File: src/rtl/dmem_ctrl_pkg.sv
// Shared types and constants for the data-memory / stack front-end.
package dmem_ctrl_pkg;

  // IDLE arbitrates; the others finish multi-word transfers.
  typedef enum logic [1:0] {
    IDLE = 2'd0,
    STK2 = 2'd1,
    INT2 = 2'd2,
    INT3 = 2'd3
  } state_t;

  localparam int SP_INIT_DEF     = 2047;
  localparam int STACK_LIMIT_DEF = 1024;

  // Word counts of the multi-word operations.
  localparam logic [1:0] NARROW = 2'd1;
  localparam logic [1:0] WIDE   = 2'd2;
  localparam logic [1:0] CTX    = 2'd3;

  // Requester bit positions in the request / grant vectors.
  localparam int R_INT  = 0;
  localparam int R_PUSH = 1;
  localparam int R_POP  = 2;
  localparam int R_LS   = 3;

  // Stack words live in the 2K memory, so only 11 address bits are significant.
  function automatic logic [31:0] stk_addr(input logic [10:0] a);
    return {21'b0, a};
  endfunction

endpackage

File: src/rtl/stack_pointer.sv
// Stack pointer register with bounds queries and neighbouring addresses.
module stack_pointer #(
  parameter int SP_INIT     = 2047,
  parameter int STACK_LIMIT = 1024
) (
  input  logic        clk,
  input  logic        rst,
  input  logic        inc,
  input  logic        dec,
  input  logic [1:0]  step,
  input  logic [1:0]  chk_n,
  output logic        can_push,
  output logic        can_pop,
  output logic [10:0] sp,
  output logic [10:0] sp_p1,
  output logic [10:0] sp_p2,
  output logic [10:0] sp_m1,
  output logic [10:0] sp_m2
);

  localparam logic [11:0] INIT12  = 12'(SP_INIT);
  localparam logic [11:0] LIMIT12 = 12'(STACK_LIMIT);

  logic [10:0] sp_q;
  logic [11:0] sp_ext;
  logic [11:0] n_ext;

  assign sp_ext = {1'b0, sp_q};
  assign n_ext  = {10'b0, chk_n};

  // sp >= limit + n - 1, rearranged so nothing goes negative.
  assign can_push = (sp_ext + 12'd1) >= (LIMIT12 + n_ext);
  assign can_pop  = (sp_ext + n_ext) <= INIT12;

  assign sp    = sp_q;
  assign sp_p1 = sp_q + 11'd1;
  assign sp_p2 = sp_q + 11'd2;
  assign sp_m1 = sp_q - 11'd1;
  assign sp_m2 = sp_q - 11'd2;

  // Pointer moves once, in the final cycle of a stack operation.
  always_ff @(posedge clk) begin
    if (rst) begin
      sp_q <= INIT12[10:0];
    end else if (dec) begin
      sp_q <= sp_q - {9'b0, step};
    end else if (inc) begin
      sp_q <= sp_q + {9'b0, step};
    end
  end

endmodule

File: src/rtl/dmem_stack_ctrl.sv
// Data-memory front-end: arbitrates interrupt save, stack push/pop and
// load/store, owns the stack pointer and stalls the pipeline during
// multi-word transfers.
//
// Handshake: each requester raises its req and holds it (with its operands)
// until it sees done; done is a one-cycle registered pulse, err qualifies it.
// During the done cycle the finishing requester's line is masked so the
// still-held request is not granted a second time.
module dmem_stack_ctrl
  import dmem_ctrl_pkg::*;
#(
  parameter int ADDR_W      = 32,
  parameter int DATA_W      = 16,
  parameter int SP_INIT     = SP_INIT_DEF,
  parameter int STACK_LIMIT = STACK_LIMIT_DEF
) (
  input  logic                  clk,
  input  logic                  rst,
  input  logic                  ls_req,
  input  logic                  ls_we,
  input  logic [ADDR_W-1:0]     ls_addr,
  input  logic [DATA_W-1:0]     ls_wdata,
  input  logic                  push_req,
  input  logic                  pop_req,
  input  logic                  stk_wide,
  input  logic [2*DATA_W-1:0]   stk_wdata,
  input  logic                  int_req,
  input  logic [2*DATA_W-1:0]   int_pc,
  input  logic [DATA_W-1:0]     int_flags,
  output logic [ADDR_W-1:0]     mem_addr,
  output logic [DATA_W-1:0]     mem_wdata,
  input  logic [DATA_W-1:0]     mem_rdata,
  output logic                  mem_read,
  output logic                  mem_write,
  output logic                  mem_cs,
  output logic [2*DATA_W-1:0]   rdata,
  output logic                  done,
  output logic                  err,
  output logic                  stall,
  output logic [ADDR_W-1:0]     sp,
  output logic                  ovf,
  output logic                  unf,
  output logic [1:0]            dbg_state
);

  state_t            state;
  logic [3:0]        fin_q;     // requester that finished, only during done
  logic              push_q;    // STK2 is a push (1) or a pop (0)
  logic [DATA_W-1:0] lo_q;      // pending low word / popped low word
  logic [DATA_W-1:0] flags_q;

  logic [3:0]  req;
  logic [3:0]  eff;
  logic [3:0]  gnt;
  logic [1:0]  gnt_n;
  logic        gnt_ok;
  logic        can_push;
  logic        can_pop;
  logic        sp_inc;
  logic        sp_dec;
  logic [1:0]  sp_step;
  logic [10:0] sp_cur;
  logic [10:0] sp_p1;
  logic [10:0] sp_p2;
  logic [10:0] sp_m1;
  logic [10:0] sp_m2;

  stack_pointer #(
    .SP_INIT     (SP_INIT),
    .STACK_LIMIT (STACK_LIMIT)
  ) u_sp (
    .clk      (clk),
    .rst      (rst),
    .inc      (sp_inc),
    .dec      (sp_dec),
    .step     (sp_step),
    .chk_n    (gnt_n),
    .can_push (can_push),
    .can_pop  (can_pop),
    .sp       (sp_cur),
    .sp_p1    (sp_p1),
    .sp_p2    (sp_p2),
    .sp_m1    (sp_m1),
    .sp_m2    (sp_m2)
  );

  assign req = {ls_req, pop_req, push_req, int_req};
  assign eff = req & ~fin_q;

  // Fixed-priority grant, only while idle: int > push > pop > load/store.
  always_comb begin
    gnt   = 4'b0000;
    gnt_n = NARROW;
    if (state == IDLE) begin
      if (eff[R_INT]) begin
        gnt   = 4'b0001;
        gnt_n = CTX;
      end else if (eff[R_PUSH]) begin
        gnt   = 4'b0010;
        gnt_n = stk_wide ? WIDE : NARROW;
      end else if (eff[R_POP]) begin
        gnt   = 4'b0100;
        gnt_n = stk_wide ? WIDE : NARROW;
      end else if (eff[R_LS]) begin
        gnt   = 4'b1000;
      end
    end
  end

  assign gnt_ok = (gnt[R_INT] | gnt[R_PUSH]) ? can_push :
                  gnt[R_POP]                 ? can_pop  : 1'b1;

  assign stall = (state != IDLE)
               | ((|gnt) && (gnt_n != NARROW))
               | (|(eff & ~gnt));

  assign sp        = ADDR_W'(sp_cur);
  assign dbg_state = state;

  // Stack pointer moves in the last cycle of a successful stack operation.
  always_comb begin
    sp_inc  = 1'b0;
    sp_dec  = 1'b0;
    sp_step = NARROW;
    case (state)
      IDLE: begin
        if (gnt_ok && gnt_n == NARROW) begin
          sp_dec = gnt[R_PUSH];
          sp_inc = gnt[R_POP];
        end
      end
      STK2: begin
        sp_step = WIDE;
        sp_dec  = push_q;
        sp_inc  = ~push_q;
      end
      INT3: begin
        sp_step = CTX;
        sp_dec  = 1'b1;
      end
      default: ;
    endcase
  end

  // Memory port driven in the issuing cycle; silent on rejects and during reset.
  always_comb begin
    mem_addr  = '0;
    mem_wdata = '0;
    mem_read  = 1'b0;
    mem_write = 1'b0;
    case (state)
      IDLE: begin
        if (gnt[R_INT] && gnt_ok) begin
          mem_write = 1'b1;
          mem_addr  = ADDR_W'(stk_addr(sp_cur));
          mem_wdata = int_pc[2*DATA_W-1:DATA_W];
        end else if (gnt[R_PUSH] && gnt_ok) begin
          mem_write = 1'b1;
          mem_addr  = ADDR_W'(stk_addr(sp_cur));
          mem_wdata = stk_wide ? stk_wdata[2*DATA_W-1:DATA_W] : stk_wdata[DATA_W-1:0];
        end else if (gnt[R_POP] && gnt_ok) begin
          mem_read  = 1'b1;
          mem_addr  = ADDR_W'(stk_addr(sp_p1));
        end else if (gnt[R_LS]) begin
          mem_write = ls_we;
          mem_read  = ~ls_we;
          mem_addr  = ls_addr;
          mem_wdata = ls_we ? ls_wdata : '0;
        end
      end
      STK2: begin
        if (push_q) begin
          mem_write = 1'b1;
          mem_addr  = ADDR_W'(stk_addr(sp_m1));
          mem_wdata = lo_q;
        end else begin
          mem_read  = 1'b1;
          mem_addr  = ADDR_W'(stk_addr(sp_p2));
        end
      end
      INT2: begin
        mem_write = 1'b1;
        mem_addr  = ADDR_W'(stk_addr(sp_m1));
        mem_wdata = lo_q;
      end
      INT3: begin
        mem_write = 1'b1;
        mem_addr  = ADDR_W'(stk_addr(sp_m2));
        mem_wdata = flags_q;
      end
      default: ;
    endcase
    if (rst) begin
      mem_read  = 1'b0;
      mem_write = 1'b0;
    end
  end

  assign mem_cs = mem_read | mem_write;

  // Sequencer: state, latched operands and all registered status outputs.
  always_ff @(posedge clk) begin
    if (rst) begin
      state   <= IDLE;
      rdata   <= '0;
      done    <= 1'b0;
      err     <= 1'b0;
      ovf     <= 1'b0;
      unf     <= 1'b0;
      fin_q   <= 4'b0000;
      push_q  <= 1'b0;
      lo_q    <= '0;
      flags_q <= '0;
    end else begin
      done  <= 1'b0;
      err   <= 1'b0;
      fin_q <= 4'b0000;
      case (state)
        IDLE: begin
          if (|gnt) begin
            if (!gnt_ok) begin
              done  <= 1'b1;
              err   <= 1'b1;
              fin_q <= gnt;
              if (gnt[R_POP]) unf <= 1'b1;
              else            ovf <= 1'b1;
            end else if (gnt_n != NARROW) begin
              state   <= gnt[R_INT] ? INT2 : STK2;
              push_q  <= gnt[R_PUSH];
              flags_q <= int_flags;
              lo_q    <= gnt[R_INT]  ? int_pc[DATA_W-1:0]    :
                         gnt[R_PUSH] ? stk_wdata[DATA_W-1:0] : mem_rdata;
            end else begin
              done  <= 1'b1;
              fin_q <= gnt;
              if (gnt[R_POP] || (gnt[R_LS] && !ls_we)) begin
                rdata <= {{DATA_W{1'b0}}, mem_rdata};
              end
            end
          end
        end
        STK2: begin
          state <= IDLE;
          done  <= 1'b1;
          fin_q <= push_q ? 4'b0010 : 4'b0100;
          if (!push_q) rdata <= {mem_rdata, lo_q};
        end
        INT2: begin
          state <= INT3;
        end
        INT3: begin
          state <= IDLE;
          done  <= 1'b1;
          fin_q <= 4'b0001;
        end
        default: state <= IDLE;
      endcase
    end
  end

endmodule

File: config.mk
export PLATFORM = sky130hd
export DESIGN_NAME = dmem_stack_ctrl
export DESIGN_NICKNAME = d
export VERILOG_FILES = /design/src/rtl/dmem_ctrl_pkg.sv /design/src/rtl/stack_pointer.sv /design/src/rtl/dmem_stack_ctrl.sv
export SDC_FILE = /design/constraint.sdc
export NUM_CORES = 1
export LEC_CHECK = 0
export ABC_AREA = 1
export CAP_MARGIN = 5
export CORE_AREA = 8 8 134 186
export CTS_CLUSTER_SIZE = 40
export DETAILED_ROUTE_END_ITERATION = 8
export DIE_AREA = 0 0 142 194
export GPL_TIMING_DRIVEN = 0
export PLACE_DENSITY_LB_ADDON = 0.15
export SYNTH_ARGS = -nofsm -noshare
export SYNTH_HDL_FRONTEND = slang
export SYNTH_SLANG_ARGS = --single-unit
File: constraint.sdc
create_clock -name clk -period 9.65 [get_ports clk]
set_input_delay 2.4125 -clock clk [delete_from_list [all_inputs] [get_ports clk]]
set_output_delay 2.4125 -clock clk [all_outputs]
set_load 0.01 [all_outputs]
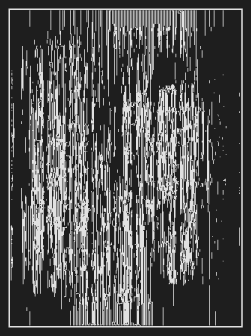
(run_1/layer_met2.png)
main direction = vertical
wire length on this layer = 17000 um
share of all routed wire = 53%

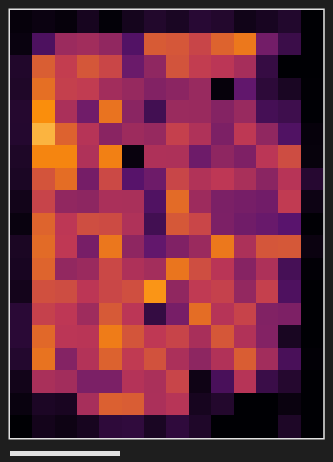
(run_1/cell_density.png)
Bar = 50 um. 14 x 19 tiles, from black (low) to pale yellow (high), 0 to 100% covered.
mean over tiles = 34%
fullest tile = 84%
tiles over 75% full = 1.1%
nearly empty tiles = 10%

==> metrics.cfg, run 1 <==
[outcome]
status = finished, final reports clean

[power_and_ir_drop]
p_leak_nw = 4.25
powerDensity_nw_per_um2 = 282
irDropWorstVdd_v = 0.0000919

[placement]
hpwl_um = 26200
gp_congestion = 0.928
dp_slack_ns = -0.237
placed_area_um2 = 9460
io_buffers = 250

[route]
avgViaCountPerCell = 4.94
drc_errors = 0
ant_nets = 0
dr.pass1.iters = 7
drt_iter0_markers = 527

[run]
maxCapViolCount = 0
warnings = 30

[yosys]
ys.flop_type = dfxtp_1
yosys_cells = 1011
yosysUniqueCellTypes = 51
synthesis.area_um2 = 6510
async_flop_share_pct = 0
synth_area_per_cell_um2 = 6.44
ys_seq_share_pct = 26.5
edf_count = 0
yosys-stat-area_um2 = 6510
syn_inst = 1011
numSynthFlops = 86
yosys_warnings = 0

[final_layout]
utilization_pct = 44.0
nets = 1464
area_growth_pct = 50.1
final_area_um2 = 9760
fillers = 2415
drive_above_1_share_pct = 8.87
lay_top_count = clkdlybuf4s50_1
logic_area_um2 = 4090
seq_area_um2 = 1720
most-common-layout-cells = clkdlybuf4s50_1, nand2_1, nor2_1

[sta]
report.final.hold_viol_count = 0
hold_ws_ns = 0.452
max_slew_margin_pct = 52.4
worst_slew_pin_slew_ns = 0.714
post-route-period-util_pct = 96.2
slew_viol_final = 0
fin_skew_ns = 0.00946
finalWorstSetupSlack_ns = 0.371
max_freq_ghz = 0.108
rsz0062_at_grt = no
setup_violations = 0
post-route-min-period_ns = 9.28

[global_route]
overflow = 0
grt_pass1_wl_um = 47700
grt_pass1_vias = 8003
met1_usage_pct = 23.6
grt_max_degree = 16
antenna_found_initial = 1
grt_util_met2_pct = 42.9

[floorplan]
rows = 65
die_height_um = 194
fp_util_pct = 29.3
core_um2 = 22200
chipArea_um2 = 27500
boundaryPins = 274
die_w_um = 142

[worst_setup_path]
critPathArrivalTime_ns = 6.87
rr_startpoint = u_sp.sp[1]
worstRegToRegCells = 22
cp_data_required_time_ns = 7.24
path_buffers = 6
critical_path.max_fanout = 10
rr_endpoint = u_sp.sp[10]
rrSetupSlack_ns = 5.04
cp-start-kind = input port
end_kind = primary output
path_delay_family = buffers and inverters
max_stage_delay_ns = 0.56
critPathKind = in2out
critPathMostFrequentCell = nand2_1
crit_slowest_cell = clkdlybuf4s50_1
cp_cell_sequence = clkdlybuf4s50_1, clkbuf_2, buf_2, nand3_1, ha_1, inv_1, nand2_1, nand2_1, nand2_1, nor2_1, nand3_1, nor2_1, nand2_1, nand2_1, a21boi_4, nand2_1, clkbuf_2, o21ai_0, nand3b_1, clkdlybuf4s50_1

[cts]
cts_tree = yes
clock_latency_ns = 0.35
holdBufCountCts = 0
path_clk_slew_ns = 0.06
cts_root_buf = clkbuf_16
clock_sinks = 86
cts_buffer_depth = 2
htree_levels = 3
cts_buffers = 9

[min_path]
hold_path_depth = 2
hp-class = reg2reg
worstHoldEndpoint = ovf
hp-start = ovf

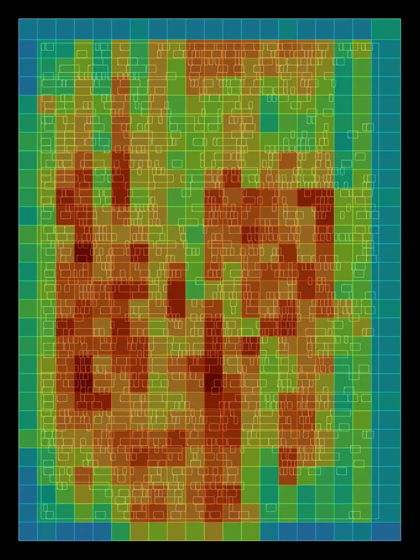
(run_1/congestion.png)
met3 GRT Util: 4.93%
global route hottest layer: met2

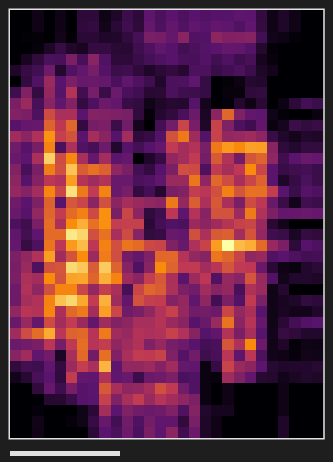
(run_1/metal_density.png)
Bar = 50 um. 28 x 39 tiles, from black (low) to pale yellow (high), scaled to the fullest tile. Values are wire area over tile area, all layers added.
tiles over half the peak = 18%
fullest tile = 0.63
densest ninth of the die = west
Total Wirelength: 31800 um
total track usage: 22.8%
DR WL/cell: 19.9 um
vias post-DR: 7893

[run 1: worst max path at each step]
stage	startpoint	slack, ns	end	cells past startpoint
2_1_floorplan	stk_wide	2.28	mem_addr[3]	19
3_5_place_dp	stk_wide	-0.24	mem_wdata[4]	20
3_3_place_gp	stk_wide	-0.28	mem_wdata[4]	20
4_1_cts	stk_wide	0.09	mem_wdata[4]	20
5_1_grt	stk_wide	0.22	mem_wdata[4]	20
6_report	stk_wide	0.37	mem_wdata[4]	20
[run 1: where the power goes]
| part | internal, mW | switching [mW] |
|---|---|---|
| Sequential | 0.473 | 0.103 |
| Combinational | 0.735 | 1.08 |
| Clock | 0.202 | 0.161 |
[run 1: cell families after synthesis]
kind of cell / count (synthesis) / synth area share, %
and+or+nand+nor: 486 / 33.3
AOI/OAI and AO/OA: 218 / 19.4
buffers and inverters: 166 / 11.9
DFF: 86 / 26.5
adders and majority gates: 20 / 3.96
muxes: 18 / 2.77
xor gates and xnor gates: 16 / 2.15
other: 1 / 0.0576
[run 1: synthesized netlist by cell type, types with 14 or more instances]
cell	count	area (um2)
dfxtp_1	86	1720
nor2_1	103	387
a21oi_1	66	330
ha_1	19	238
clkbuf_1	25	93.8
nand3b_1	15	113
mux2i_1	18	180
o21ai_0	94	470
buf_2	14	70.1
nand2_1	248	931
buf_4	27	203
inv_1	77	289
nand3_1	73	365
a22oi_1	15	113
[run 1: worst reg2reg max path: stages (launching register included)]
cell      delay (ns)
dfxtp_1         0.65
inv_1           0.30
ha_1            0.40
ha_1            0.29
nand2_1         0.07
nand2_1         0.07
nor2_1          0.12
nand3_1         0.10
nor2_1          0.11
nand2_1         0.05
nand2_1         0.15
nand2_2         0.15
nand3_2         0.17
nand2_1         0.33
ha_1            0.49
inv_1           0.07
nor3_1          0.30
nand3_1         0.12
nand4_1         0.16
nand3b_1        0.15
nand2_1         0.06
nand2_1         0.05
nand3_1         0.08
[run 1: sequential cells by signal (all words and copies together), names as in the netlist]
name,cells
unf,1
fin_q,4
ovf,1
u_sp.sp,11
dbg_state,2
rdata,32
flags_q,16
lo_q,16
push_q,1
done,1
err,1
[run 1: metal layers]
layer / up-vias / share of wire (%)
met2: 313 / 53
li1: 3882 / -
met4: 0 / 3.2
met3: 49 / 6.5
met5: - / 0
met1: 3649 / 37
[run 1: repair_timing]
action | 4_1_cts | 5_1_grt
setup buffers | 0 | 0
pin swaps | 0 | 0
endpoints found under the setup margin | 7 | 2
gates resized | 1 | 2
cloned | 0 | 0
[run 1: per-stage QoR]
stage | std cells | power [mW] | TNS (ns)
floorplan | 1031 | 1.63 | 0
global placement | 1582 | 2.38 | -1.01
detailed placement | 1582 | 2.39 | -0.645
CTS | 1598 | 2.76 | 0
global route | 1599 | 2.96 | 0
finish | 1599 | 2.75 | 0
[run 1: cell type report]
| type | instances | share of cell area, % |
|---|---|---|
| flip-flops and latches | 86 | 17.6 |
| repair buffers | 250 | 25.6 |
| multi-input cells | 779 | 41.8 |
| diodes | 1 | 0.0256 |
| clock inverters | 6 | 0.718 |
| clock buffers | 10 | 2.34 |
| inverters | 92 | 3.54 |
| plain buffers | 74 | 4.42 |
| well taps | 301 | 3.86 |
==> run 2, diff against run 1 <==
- CORE_AREA: 8 8 134 186 -> 2 2 128 180
- DIE_AREA: 0 0 142 194 -> 0 0 130 182
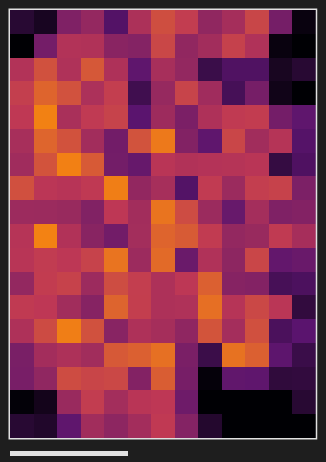
(run_2/cell_density.png)
Bar = 50 um. 13 x 18 tiles, from black (low) to pale yellow (high), 0 to 100% covered.
emptiest ninth of the die = south-east
nearly empty tiles = 5.6%
mean over tiles = 40%

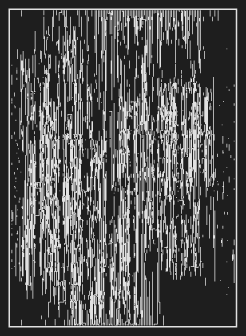
(run_2/layer_met2.png)
nets with wire on the layer = 1187
share of all routed wire = 52%
wire length on this layer = 15600 um
Total Wirelength: 30000 um
GR Util met2: 44.9%
vias post-DR: 7946

==> metrics.cfg, run 2 <==
[global_route]
grt_pass1_wl_um = 44000  ; -7.6%
overflow = 0  ; unchanged
antenna_found_initial = 2  ; +1
grt_max_degree = 17  ; +1

[run]
maxCapViolCount = 0  ; unchanged

[sta]
rsz0062_at_grt = no
post-route-min-period_ns = 9.46  ; +0.178 ns
report.final.hold_viol_count = 0  ; unchanged
setup_tns_ns = 0  ; unchanged
hold_ws_ns = 0.458  ; +0.00570 ns
post-route-period-util_pct = 98.0  ; +1.8 points
setup_violations = 0  ; unchanged
max_freq_ghz = 0.106  ; -1.9%

[cts]
path_clk_slew_ns = 0.06  ; about the same
cts_root_buf = clkbuf_16
htree_levels = 3  ; unchanged
holdBufCountCts = 0  ; unchanged
cts_buffer_depth = 2  ; unchanged
cts_tree = yes
clock_latency_ns = 0.36  ; about the same

[floorplan]
die_height_um = 182  ; -6.2%
die_w_um = 130  ; -8.5%
chipArea_um2 = 23700  ; -14%
rows = 65  ; unchanged
core_um2 = 22200  ; unchanged

[worst_setup_path]
critPathKind = in2out
cp_data_required_time_ns = 7.24  ; about the same
rr_endpoint = u_sp.sp[8]
cp-endpoint = mem_wdata[4]
end_kind = primary output
critPathMostFrequentCell = nand2_1
path_buffers = 6  ; unchanged
cp-start-kind = input port
crit_slowest_cell = clkdlybuf4s50_1
critPathArrivalTime_ns = 7.04  ; +0.17 ns
crit_start = stk_wide
rrSetupSlack_ns = 5.10  ; +0.06 ns
worstRegToRegCells = 22  ; unchanged
critical_path.max_fanout = 10  ; unchanged

[route]
ant_nets = 0  ; unchanged
dr.pass1.iters = 7  ; unchanged
drt_iter0_markers = 599  ; +14%

[placement]
hpwl_um = 24200  ; -7.8%
dp_slack_ns = -0.196  ; +0.0412 ns
placed_area_um2 = 9460  ; unchanged

[yosys]
top_cells_by_count = nand2_1, nor2_1, o21ai_0, dfxtp_1, inv_1
yosysMostFrequentCell = nand2_1
synthesis.area_um2 = 6510  ; unchanged
syn_inst = 1011  ; unchanged
top_area_cell = dfxtp_1
async_flop_share_pct = 0  ; unchanged
top_cell_area_share_pct = 26.5  ; unchanged
ys.flop_type = dfxtp_1
numSynthFlops = 86  ; unchanged
yosys-stat-area_um2 = 6510  ; unchanged
yosys_cells = 1011  ; unchanged
synthTopCellsByArea = dfxtp_1, nand2_1, o21ai_0

[power_and_ir_drop]
irDropWorstVdd_v = 0.000118  ; +28%
p_leak_nw = 4.27  ; +0.36%
powerDensity_nw_per_um2 = 280  ; -0.46%

[final_layout]
nets = 1464  ; unchanged
final_area_um2 = 9780  ; +0.15%
reg_top3 = rdata: 32 flops, flags_q: 16 flops, lo_q: 16 flops
fillers = 2404  ; -0.46%
drive_above_1_share_pct = 8.87  ; unchanged
largest_reg_flops = 32  ; unchanged
area_growth_pct = 50.3

[outcome]
status = finished, final reports clean

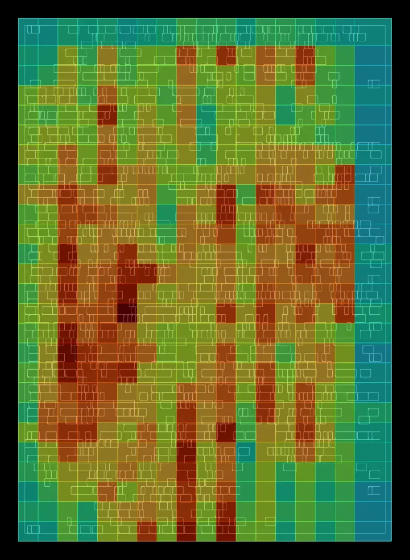
(run_2/congestion.png)
DR WL/cell: 18.8 um
total track usage: 24.9%
GR Util met1: 28.2%
met3 GRT Util: 4.18%
fin util: 44.0%

[run 2: timing repair]
item,CTS,global route
resized,2,2
cloned,0,0
setup buffers,0,0
setup endpoints to repair,7,6
[run 2: worst min-delay path by stage]
stage	start	end	slack, ns	depth (start not counted)
floorplan	flags_q[4]	flags_q[4]	0.43	2
global route	ovf	ovf	0.48	2
detailed placement	unf	unf	0.45	2
finish	ovf	ovf	0.46	2
CTS	unf	unf	0.46	2
global placement	unf	unf	0.44	2
[run 2: metal layers]
layer	vias to the layer above	GRT usage, %	part of all wire, %
met5	-	0	0
met4	0	11.1	3.9
met3	63	4.18	5.9
met2	333	44.9	52
met1	3657	28.2	38
li1	3893	-	-
[run 2: metrics by stage]
stage	util (%)	instances	power [mW]
2_1_floorplan	-	1031	1.63
3_3_place_gp	42.6	1582	2.36
3_5_place_dp	42.6	1582	2.36
4_1_cts	44.0	1598	2.74
5_1_grt	44.0	1600	2.95
6_report	44.0	1600	2.74
[run 2: worst reg2reg max path, cell delays in order (launching register included)]
cell	delay (ns)
dfxtp_1	0.65
inv_1	0.29
ha_1	0.41
ha_1	0.29
nand2_1	0.07
nand2_1	0.08
nor2_1	0.13
nand3_1	0.12
nor2_1	0.12
nand2_1	0.05
nand2_1	0.15
nand2_2	0.14
nand3_2	0.17
nand2_1	0.31
ha_1	0.45
a21oi_1	0.20
o21ai_0	0.14
a21oi_1	0.26
nor2_1	0.07
nor2_1	0.11
xnor2_1	0.08
nand2_1	0.07
nand3_1	0.08
[run 2: cell families after synthesis]
| kind of cell | Yosys count | synth area share (%) |
|---|---|---|
| AOI/OAI and AO/OA | 218 | 19.4 |
| xor gates and xnor gates | 16 | 2.15 |
| adders and majority gates | 20 | 3.96 |
| buffers and inverters | 166 | 11.9 |
| DFF | 86 | 26.5 |
| muxes | 18 | 2.77 |
| other | 1 | 0.0576 |
| and+or+nand+nor | 486 | 33.3 |
[run 2: final cells by class]
| class | instances | area, um2 | area share, % |
|---|---|---|---|
| antenna | 2 | 5.00 | 0.0512 |
| buffer | 74 | 438 | 4.48 |
| clock buffer | 10 | 229 | 2.34 |
| clock inverter | 6 | 76.3 | 0.780 |
| inverter | 92 | 345 | 3.53 |
| multi-input combinational | 779 | 4090 | 41.8 |
| sequential | 86 | 1720 | 17.6 |
| tap | 301 | 377 | 3.85 |
| timing repair buffer | 250 | 2500 | 25.6 |
[run 2: power breakdown]
part	internal [mW]	total, mW	leakage (nW)	switching [mW]
clock	0.206	0.373	0.150	0.167
combinational	0.735	1.79	3.41	1.06
sequential	0.472	0.577	0.706	0.105
total	1.41	2.74	4.27	1.33
No activity file was given, so power comes from the tool's default toggle rates.
